File: src/rtl/serial_subtractor.sv
// Bit-serial subtractor: computes a - b - bin LSB-first through one full-subtractor
// cell and a borrow flip-flop, with a start/busy/done handshake.
module serial_subtractor #(
    parameter int WIDTH = 8
) (
    input  logic             clk,
    input  logic             rst,
    input  logic             start,
    input  logic [WIDTH-1:0] a,
    input  logic [WIDTH-1:0] b,
    input  logic             bin,
    output logic             busy,
    output logic             done,
    output logic [WIDTH-1:0] diff,
    output logic             bout
);
    localparam int            CW   = $clog2(WIDTH);
    localparam logic [CW-1:0] LAST = CW'(WIDTH - 1);

    typedef enum logic [1:0] {
        S_IDLE  = 2'd0,
        S_SHIFT = 2'd1,
        S_DONE  = 2'd2
    } state_t;

    state_t           state_q, state_d;
    logic [WIDTH-1:0] a_q, a_d;
    logic [WIDTH-1:0] b_q, b_d;
    logic [WIDTH-1:0] res_q, res_d;
    logic [WIDTH-1:0] diff_q, diff_d;
    logic             br_q, br_d;
    logic             bout_q, bout_d;
    logic [CW-1:0]    cnt_q, cnt_d;
    logic             d_bit, br_next;

    // Full-subtractor cell on the current LSBs and the stored borrow.
    assign d_bit   = a_q[0] ^ b_q[0] ^ br_q;
    assign br_next = (~a_q[0] & b_q[0]) | (~(a_q[0] ^ b_q[0]) & br_q);

    always_comb begin
        // NOTE: every signal gets its hold value first so no path leaves it unassigned (no latch).
        state_d = state_q;
        a_d     = a_q;
        b_d     = b_q;
        res_d   = res_q;
        diff_d  = diff_q;
        br_d    = br_q;
        bout_d  = bout_q;
        cnt_d   = cnt_q;
        case (state_q)
            S_IDLE: begin
                if (start) begin
                    a_d     = a;
                    b_d     = b;
                    br_d    = bin;
                    cnt_d   = '0;
                    state_d = S_SHIFT;
                end
            end
            S_SHIFT: begin
                a_d   = a_q >> 1;
                b_d   = b_q >> 1;
                br_d  = br_next;
                res_d = {d_bit, res_q[WIDTH-1:1]};
                cnt_d = cnt_q + 1'b1;
                if (cnt_q == LAST) begin
                    // Results publish only on the final shift, so diff/bout hold until then.
                    diff_d  = {d_bit, res_q[WIDTH-1:1]};
                    bout_d  = br_next;
                    state_d = S_DONE;
                end
            end
            S_DONE:  state_d = S_IDLE;
            default: state_d = S_IDLE;
        endcase
    end

    // NOTE: state registers use non-blocking assignments so all flops update together at the edge.
    always_ff @(posedge clk) begin
        if (rst) begin
            state_q <= S_IDLE;
            a_q     <= '0;
            b_q     <= '0;
            res_q   <= '0;
            diff_q  <= '0;
            br_q    <= 1'b0;
            bout_q  <= 1'b0;
            cnt_q   <= '0;
        end else begin
            state_q <= state_d;
            a_q     <= a_d;
            b_q     <= b_d;
            res_q   <= res_d;
            diff_q  <= diff_d;
            br_q    <= br_d;
            bout_q  <= bout_d;
            cnt_q   <= cnt_d;
        end
    end

    assign busy = (state_q == S_SHIFT);
    assign done = (state_q == S_DONE);
    assign diff = diff_q;
    assign bout = bout_q;
endmodule
File: config.mk
export PLATFORM = sky130hd
export DESIGN_NAME = serial_subtractor
export DESIGN_NICKNAME = d
export VERILOG_FILES = /design/src/rtl/serial_subtractor.sv
export SDC_FILE = /design/constraint.sdc
export NUM_CORES = 1
export LEC_CHECK = 0
export CAP_MARGIN = 20
export CORE_AREA = 2 2 63 65
export CTS_BUF_LIST = sky130_fd_sc_hd__clkbuf_4 sky130_fd_sc_hd__clkbuf_8
export CTS_CLUSTER_SIZE = 20
export DETAILED_ROUTE_END_ITERATION = 6
export DIE_AREA = 0 0 65 67
export GPL_TIMING_DRIVEN = 0
export PLACE_DENSITY_LB_ADDON = 0.15
export SETUP_SLACK_MARGIN = 0.5
export SLEW_MARGIN = 40
export SYNTH_ARGS = -nofsm -noshare
export SYNTH_HDL_FRONTEND = slang
export SYNTH_SLANG_ARGS = --single-unit
File: constraint.sdc
create_clock -name clk -period 1.7 [get_ports clk]
set_input_delay 0.17 -clock clk [delete_from_list [all_inputs] [get_ports clk]]
set_output_delay 0.17 -clock clk [all_outputs]
set_load 0.02 [all_outputs]
==> run_1/class_map.png <==
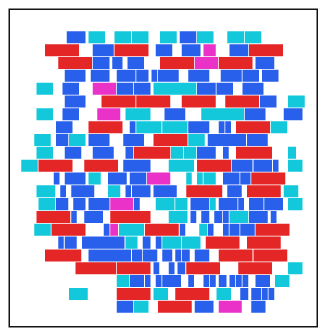
| class | colour | cells | share of their area |
|---|---|---|---|
| clock drivers and dummy loads | magenta | 8 | 3.9% |
| remaining logic cells | blue | 120 | 42% |
| remaining buffers and delay cells | cyan | 53 | 22% |
| sequential cells | red | 38 | 32% |

==> run_1/layers.png <==
Only two layers are drawn.
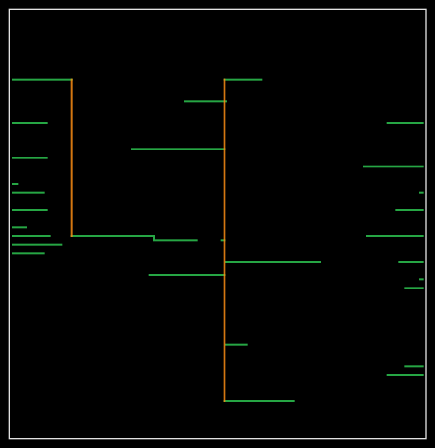
| layer | colour | wire length |
|---|---|---|
| M4 | orange | 74.8 um |
| M3 | green | 181 um |

==> run_1/pinout.png <==
Pins as bars across the die edge, other pins in grey.
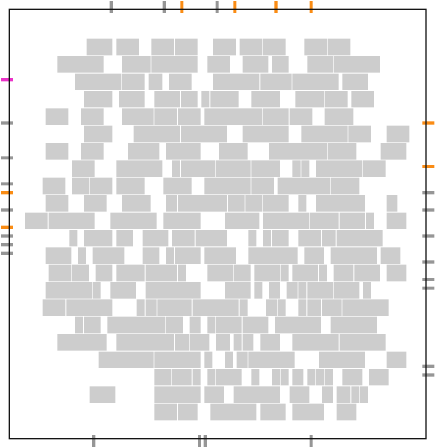
| port | colour | pins | direction | edge |
|---|---|---|---|---|
| `b` | orange | 8 | input | 4 top, 2 right, 2 left |
| `clk` | magenta | 1 | input | left |
all pins by edge: 10 left, 10 right, 7 top, 4 bottom
Port Buffers: 29
die height: 67 um

-- run 1: report_power, final --
group	switching (uW)	total [uW]	internal (uW)	leakage [uW]
combinational	169	362	193	0.000634
clock	314	657	343	0.0000517
sequential	38.3	971	933	0.000314
-- run 1: sequential cells by signal, summed over array words and instances (netlist names) --
register,count
a_q,8
b_q,8
diff,8
res_q,7
cnt_q,3
state_q,2
bout,1
br_q,1
-- run 1: placed cells by master, fill, tap and decap left out, types with 2 or more instances in the layout --
master	netlist	routed
sky130_fd_sc_hd__nor2_1	22	8
sky130_fd_sc_hd__mux2i_1	16	16
sky130_fd_sc_hd__clkbuf_8	0	6
sky130_fd_sc_hd__nor2_4	0	13
sky130_fd_sc_hd__clkbuf_16	0	2
sky130_fd_sc_hd__nand2_1	30	22
sky130_fd_sc_hd__dlygate4sd2_1	0	8
sky130_fd_sc_hd__a21oi_2	0	8
sky130_fd_sc_hd__dfxtp_4	0	2
sky130_fd_sc_hd__clkdlybuf4s50_1	0	18
sky130_fd_sc_hd__buf_4	2	8
sky130_fd_sc_hd__ha_4	0	2
sky130_fd_sc_hd__inv_1	4	4
sky130_fd_sc_hd__dfxtp_2	0	4
sky130_fd_sc_hd__nand2_2	0	4
sky130_fd_sc_hd__buf_6	6	7
sky130_fd_sc_hd__dfxtp_1	38	32
sky130_fd_sc_hd__buf_8	0	5
sky130_fd_sc_hd__clkbuf_1	3	3
sky130_fd_sc_hd__nand2_4	0	4
sky130_fd_sc_hd__a211oi_2	1	16
sky130_fd_sc_hd__a21oi_1	15	7
sky130_fd_sc_hd__a22oi_1	4	4
-- run 1: timing repair --
item | 4_1_cts | 5_1_grt
endpoints found under the setup margin | 23 | 32
resized | 46 | 60
buffers inserted | 5 | 3
pin swaps | 9 | 16
gates cloned | 1 | 2
==> flow_metrics.rpt, run 1 <==
==== FLOW RESULTS ====
----------------------------------------------------
[Timing]
  Highest clock rate ........................ about 740 MHz
  Worst slew margin relative to its limit ........................ 56.1%
  Final number of setup-violating endpoints ........................ 0
  Final Max Tran Viols ........................ 0
  Period minus WS final ........................ approximately 1.3 ns
  Total negative slack ........................ 0 ns
  Unrepaired setup endpoints after global routing ........................ yes

[Setup path]
  Cell type of the slowest stage on the worst timing path ........................ sky130_fd_sc_hd__dfxtp_2
  Required arrival time at the worst endpoint ........................ 1.53 ns
  Startpoint kind of the worst setup timing path ........................ flop
  Biggest fanout along the worst timing path ........................ 5
  Classification of the worst setup path ........................ reg -> out

[Pwr]
  Static leakage ........................ 0.000999 uW
  Max rail drop VDD ........................ 423 uV

[Status]
  Outcome ........................ completed

[Logic synthesis]
  Register bit total from synthesis ........................ 38
  Synth async-reset ratio ........................ 0%
  Main kind of combinational logic by area ........................ AND-OR/OR-AND gates
  Sequential fraction of the synthesis area ........................ 47.6%
  Post-synthesis cell type with the largest instance count ........................ sky130_fd_sc_hd__dfxtp_1
  Flip-flop cell with the highest count after synthesis ........................ sky130_fd_sc_hd__dfxtp_1

[Detailed routing]
  Routed wire length on met2 ........................ a little over 2000 um
  DR vias/cell ........................ 5.20
  Via Count ........................ 1389

[Place]
  Final GP Congestion ........................ 0.778
  Placed cell areas ........................ 1980 um^2

[Hold path]
  Source of the worst hold timing path ........................ rst

[Global route]
  Met3 Use GR ........................ 5.07%
  Met2 track demand over resource in global routing ........................ 30.3%
  Global route total overflow ........................ 0

[Cells and area]
  Final design instance area without fill ........................ 2490 um^2
  Multi-In Gates ........................ 115

[Die]
  Tapcells inserted ........................ 48
  Overall die area ........................ 4360 um^2

[CTS]
  Clock Latency Late Sink ........................ 0.30 ns
  TritonCTS Buffers ........................ 5
  Root cell of the clock tree ........................ sky130_fd_sc_hd__clkbuf_8

----------------------------------------------------
--- run 2 (diff from run 1) ---
- clock period: 1.7 -> 1.15 ns (I/O delays scaled with it)
==> run_2/clock_wires.png <==
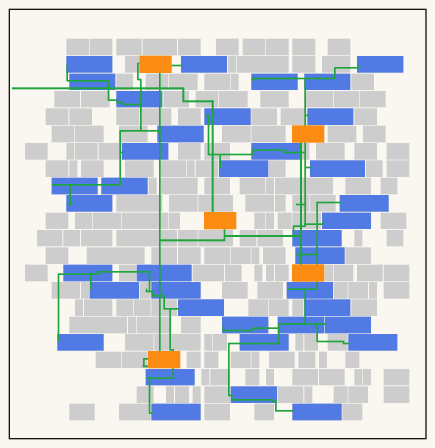
[clock-net drivers] orange | count: 5
[flip-flops] blue | count: 38
[clock wires] green | length: 449 um
flops lie: widely spread
routed clock nets: 6
Clock Latency Late Sink: 0.30 ns
Final Skew: 0.00573 ns
power in the clock group: 964 uW
clock network fraction of design power: 32.0%

==> run_2/layers.png <==
Only two layers are drawn.
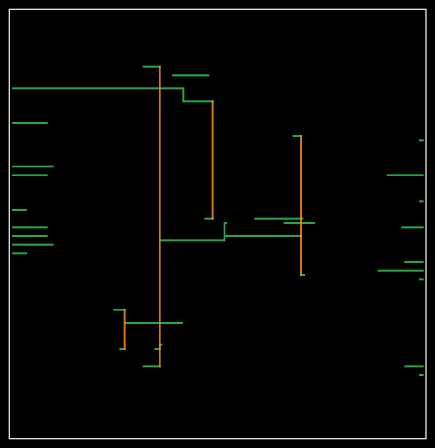
| layer | colour | wire length |
|---|---|---|
| M3 | green | 157 um |
| M4 | orange | 93.2 um |

==> run 2 against run 1 <==
The flow now finishes with violations (setup timing). Flip-flop count is the same. Sequential power is 48% higher. Via count increased by 2.8%. Highest routed layer unchanged.
==> flow_metrics.rpt, run 2 <==
==== FLOW RESULTS ====
----------------------------------------------------
[Detailed routing]
  Post-route DRC ........................ 0
  Via Count ........................ 1428
  Routed wire length on met2 ........................ 2270 um
  DR vias/cell ........................ 5.19

[Logic synthesis]
  Register bit total from synthesis ........................ 38
  Flip-flop cell with the highest count after synthesis ........................ sky130_fd_sc_hd__dfxtp_1
  Post-synthesis cell type with the largest instance count ........................ sky130_fd_sc_hd__dfxtp_1
  Synth async-reset ratio ........................ 0%
  Sequential fraction of the synthesis area ........................ a little under half

[Timing]
  Period minus WS final ........................ 1.30 ns
  Final worst slack ........................ -0.153 ns
  Worst slew margin relative to its limit ........................ between 50% and 60%
  Final number of setup-violating endpoints ........................ 36
  Highest clock rate ........................ 767 MHz
  Unrepaired setup endpoints after global routing ........................ yes
  Total negative slack ........................ -3.33 ns

[Pwr]
  Static leakage ........................ 0.00104 uW
  Power in combinational cells ........................ 605 uW
  Internal power ........................ 2210 uW
  P per Cell Area ........................ 1120 nW/um^2
  Switching power of the nets ........................ 799 uW
  Power group with the largest share ........................ sequential cells
  Combinational cell fraction of total power ........................ 20.1%
  Sequential-cell power consumption ........................ 1440 uW
  Fraction of power spent switching nets ........................ 26.6%

[Status]
  Outcome ........................ finished, violations left
  Violated checks ........................ setup timing

[Setup path]
  Startpoint kind of the worst setup timing path ........................ flop
  Classification of the worst setup path ........................ reg -> out
  Biggest fanout along the worst timing path ........................ 5
  Cell type of the slowest stage on the worst timing path ........................ sky130_fd_sc_hd__dfxtp_2

[Global route]
  Met2 track demand over resource in global routing ........................ between 30 and 40%
  Global route total overflow ........................ 0
  Met3 Use GR ........................ slightly above 4%

[Cells and area]
  Number of diodes ........................ 0
  Most instantiated logic cell after routing ........................ sky130_fd_sc_hd__dfxtp_1
  Leading cell types in the layout, fill and taps excluded ........................ sky130_fd_sc_hd__dfxtp_1, sky130_fd_sc_hd__buf_6, sky130_fd_sc_hd__clkdlybuf4s50_1
  Final design instance area without fill ........................ 2690 um^2

[Place]
  Placed cell areas ........................ 2060 um^2

[Die]
  Overall die area ........................ approximately 4400 um^2

----------------------------------------------------
==> run 2: final cells by class <==
cell class	instances	area, um^2	share of cell area (%)
clock buffer	7	90.1	3.35
tap	48	60.1	2.24
multi-input combinational	115	1070	40.0
sequential	38	786	29.3
buffer	13	150	5.59
timing repair buffer	48	499	18.6
clock inverter	1	5.00	0.186
inverter	5	21.3	0.792
==> run 2: what timing repair did <==
action                     in CTS  in global routing
setup buffers                   9                  7
resized                       137                 34
hold buffers                    0                  0
pin swaps                      14                 22
cloned                          2                  1
setup endpoints to repair      49                 49
==> run 2: worst paths after layout <==
kind / slack [ns] / to / cells after the start / startpoint
worst min-delay path: 0.35 / a_q[5] / 2 / rst
worst max register to register: -0.15 / diff[5] / 6 / cnt_q[1]
worst min register to register: 0.47 / state_q[0] / 1 / state_q[1]
worst max-delay path: -0.15 / busy / 6 / state_q[0]
==> run 2: cell families after synthesis <==
| logic type | share of synthesized area [%] |
|---|---|
| DFF | 47.6 |
| adders and majority gates | 2.82 |
| AOI/OAI and AO/OA | 16.6 |
| and+or+nand+nor | 15.0 |
| muxes | 10.0 |
| buffers and inverters | 7.84 |
==> run 2: worst max-delay path: cells and delay by family (launching register included) <==
family / cells / cell delay, ns
buffers and inverters: 5 / 0.51
DFF: 1 / 0.33
and+or+nand+nor: 1 / 0.05
==> run 2: stage by stage <==
stage               utilization, %  std cells  power, uW  setup WS (ns)  hold slack, ns
finish                        74.5        275       3010         -0.153           0.354
global route                  74.5        275       3110         -0.184           0.382
CTS                           68.3        267       2890         -0.127           0.331
detailed placement            57.0        248       1830         -0.367           0.454
global placement              57.0        248       1820         -0.369           0.440
floorplan                        -        171       1700        -0.0249           0.263
--- run 3 (diff from run 2) ---
- CORE_AREA: 2 2 63 65 -> 2 2 61 63
- CTS_CLUSTER_SIZE: 20 -> default
- DIE_AREA: 0 0 65 67 -> 0 0 63 65
- SKIP_CTS_REPAIR_TIMING: default -> 1
==> run_3/clock_wires.png <==
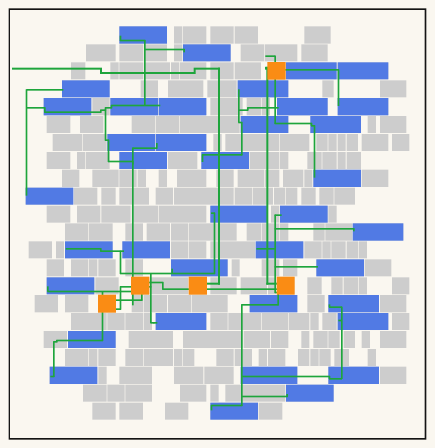
[flip-flops] blue | count: 38
[clock wires] green | length: 494 um
[clock-net drivers] orange | count: 5
flops lie: widely spread
routed clock nets: 6

==> run_3/class_map.png <==
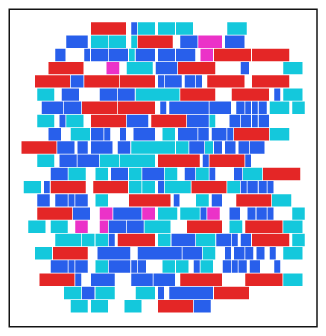
| class | colour | cells | share of their area |
|---|---|---|---|
| sequential cells | red | 38 | 32% |
| remaining logic cells | blue | 120 | 38% |
| clock drivers and dummy loads | magenta | 8 | 2.6% |
| remaining buffers and delay cells | cyan | 69 | 28% |

==> run 3 against run 2 <==
The run still ends with setup timing left. Setup slack got worse by 0.052 ns. Largest cell class unchanged. Total power decreased by 9.3%. Clock power decreased by 21%. Critical path type unchanged. Combinational power decreased by about 10%.
==> flow_metrics.rpt, run 3 <==
==== FLOW RESULTS ====
----------------------------------------------------
[Status]
  Outcome ........................ finished, violations left
  Violated checks ........................ setup timing

[Timing]
  Final number of setup-violating endpoints ........................ 32
  Worst slew margin relative to its limit ........................ 60.2%
  Period minus WS final ........................ 1.36 ns
  Final Max Tran Viols ........................ 0
  Final Skew ........................ 0.0141 ns
  Unrepaired setup endpoints after global routing ........................ yes
  Final worst slack ........................ -0.205 ns

[Detailed routing]
  Via Count ........................ 1411
  DR vias/cell ........................ 4.99

[Hold path]
  Number of stages on the worst hold path ........................ 2

[Pwr]
  P per Cell Area ........................ 1080 nW/um^2

[Cells and area]
  Leading cell types in the layout, fill and taps excluded ........................ sky130_fd_sc_hd__dfxtp_1, sky130_fd_sc_hd__buf_4, sky130_fd_sc_hd__clkdlybuf4s50_1
  Final design instance area without fill ........................ 2540 um^2
  Number of diodes ........................ 0

[Logic synthesis]
  Synth async-reset ratio ........................ 0%
  Sequential fraction of the synthesis area ........................ 47.6%

[Place]
  Final GP Congestion ........................ 0.749
  Placed cell areas ........................ 2060 um^2

[CTS]
  Root cell of the clock tree ........................ sky130_fd_sc_hd__clkbuf_4
  Clock Latency Late Sink ........................ about 0.34 ns

[Setup path]
  CP Launch Point ........................ state_q[1]
  Buffers plus inverters on the worst setup path ........................ 4
  Launch point of the worst reg-to-reg path ........................ state_q[1]
  Critical Path Stages ........................ 5
  Cell count of the worst reg-to-reg path ........................ 5
  Classification of the worst setup path ........................ reg -> out
  Startpoint kind of the worst setup timing path ........................ flop

----------------------------------------------------
-- run 3: kinds of logic (layout without fill, tap and decap cells) --
logic type | after synthesis | count (layout) | share of synthesized area (%)
and+or+nand+nor | 58 | 58 | 15.0
AOI/OAI and AO/OA | 38 | 38 | 16.6
DFF | 38 | 38 | 47.6
buffers and inverters | 18 | 82 | 7.84
muxes | 16 | 16 | 10.0
adders and majority gates | 3 | 3 | 2.82
-- run 3: cell type report --
cell class              count  share of cell area, %
well taps                  48                   2.37
plain buffers              13                   5.57
flip-flops and latches     38                   31.0
inverters                   5                  0.838
repair buffers             56                   21.6
clock buffers               7                   2.32
multi-input cells         115                   36.0
clock inverters             1                  0.197
-- run 3: metal layers --
metal | share of wire [%] | up-vias | wire length (um) | GRT usage (%)
li1 | - | 712 | - | -
met1 | 42 | 673 | 1620 | 18.5
met2 | 53 | 22 | 2060 | 31.1
met3 | 2.8 | 4 | 106 | 3.82
met4 | 1.7 | 0 | 65 | 7.50
met5 | 0 | - | 0 | 0
-- run 3: through the flow --
| step | TNS (ns) | instances | setup slack (ns) | utilization [%] | hold slack, ns |
|---|---|---|---|---|---|
| detailed placement | -5.29 | 248 | -0.375 | 58.8 | 0.448 |
| floorplan | -0.0265 | 171 | -0.0249 | - | 0.263 |
| CTS | -4.89 | 256 | -0.772 | 60.6 | 0.210 |
| finish | -3.49 | 283 | -0.205 | 72.6 | 0.285 |
| global placement | -4.54 | 248 | -0.374 | 58.8 | 0.441 |
| global route | -5.27 | 283 | -0.259 | 72.6 | 0.279 |
-- run 3: report_power, final --
| group | leakage [uW] | switching [uW] | internal, uW |
|---|---|---|---|
| clock network | 0.0000387 | 439 | 320 |
| registers | 0.000319 | 48.6 | 1380 |
| logic | 0.000634 | 237 | 307 |
| total | 0.000991 | 725 | 2000 |

==> screenshots <==
Routing congestion.
image #1
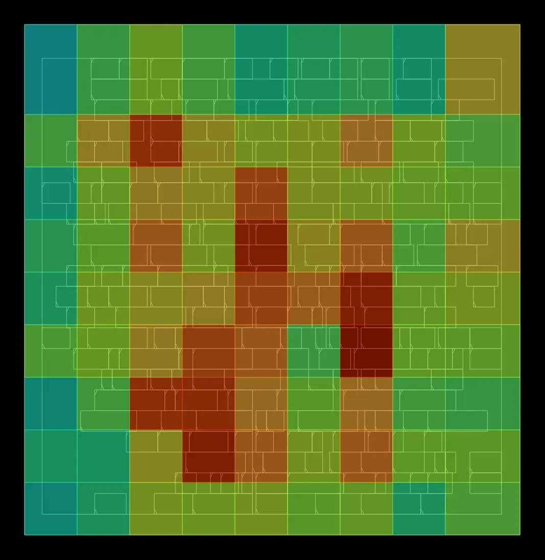
image #2
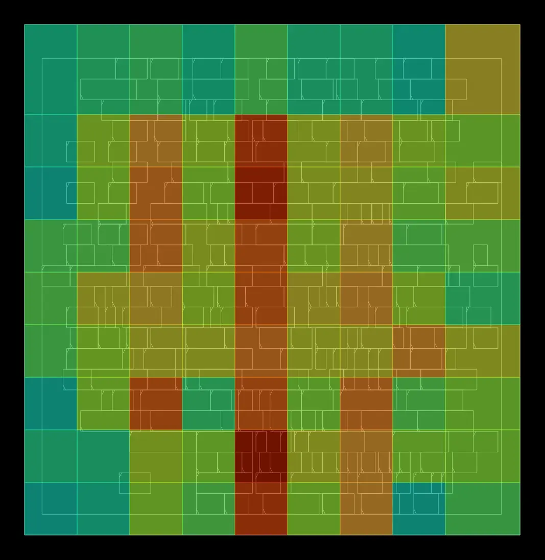
image #3
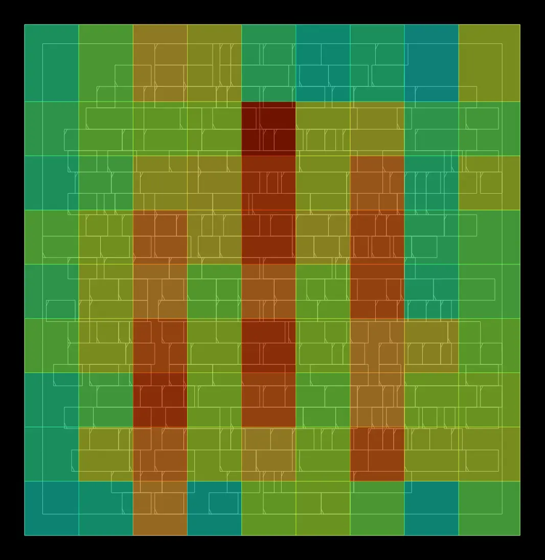
- image #3 = run 3
- image #2 = run 1
- image #1 = run 2

Power is estimated from default activity; no workload was simulated.
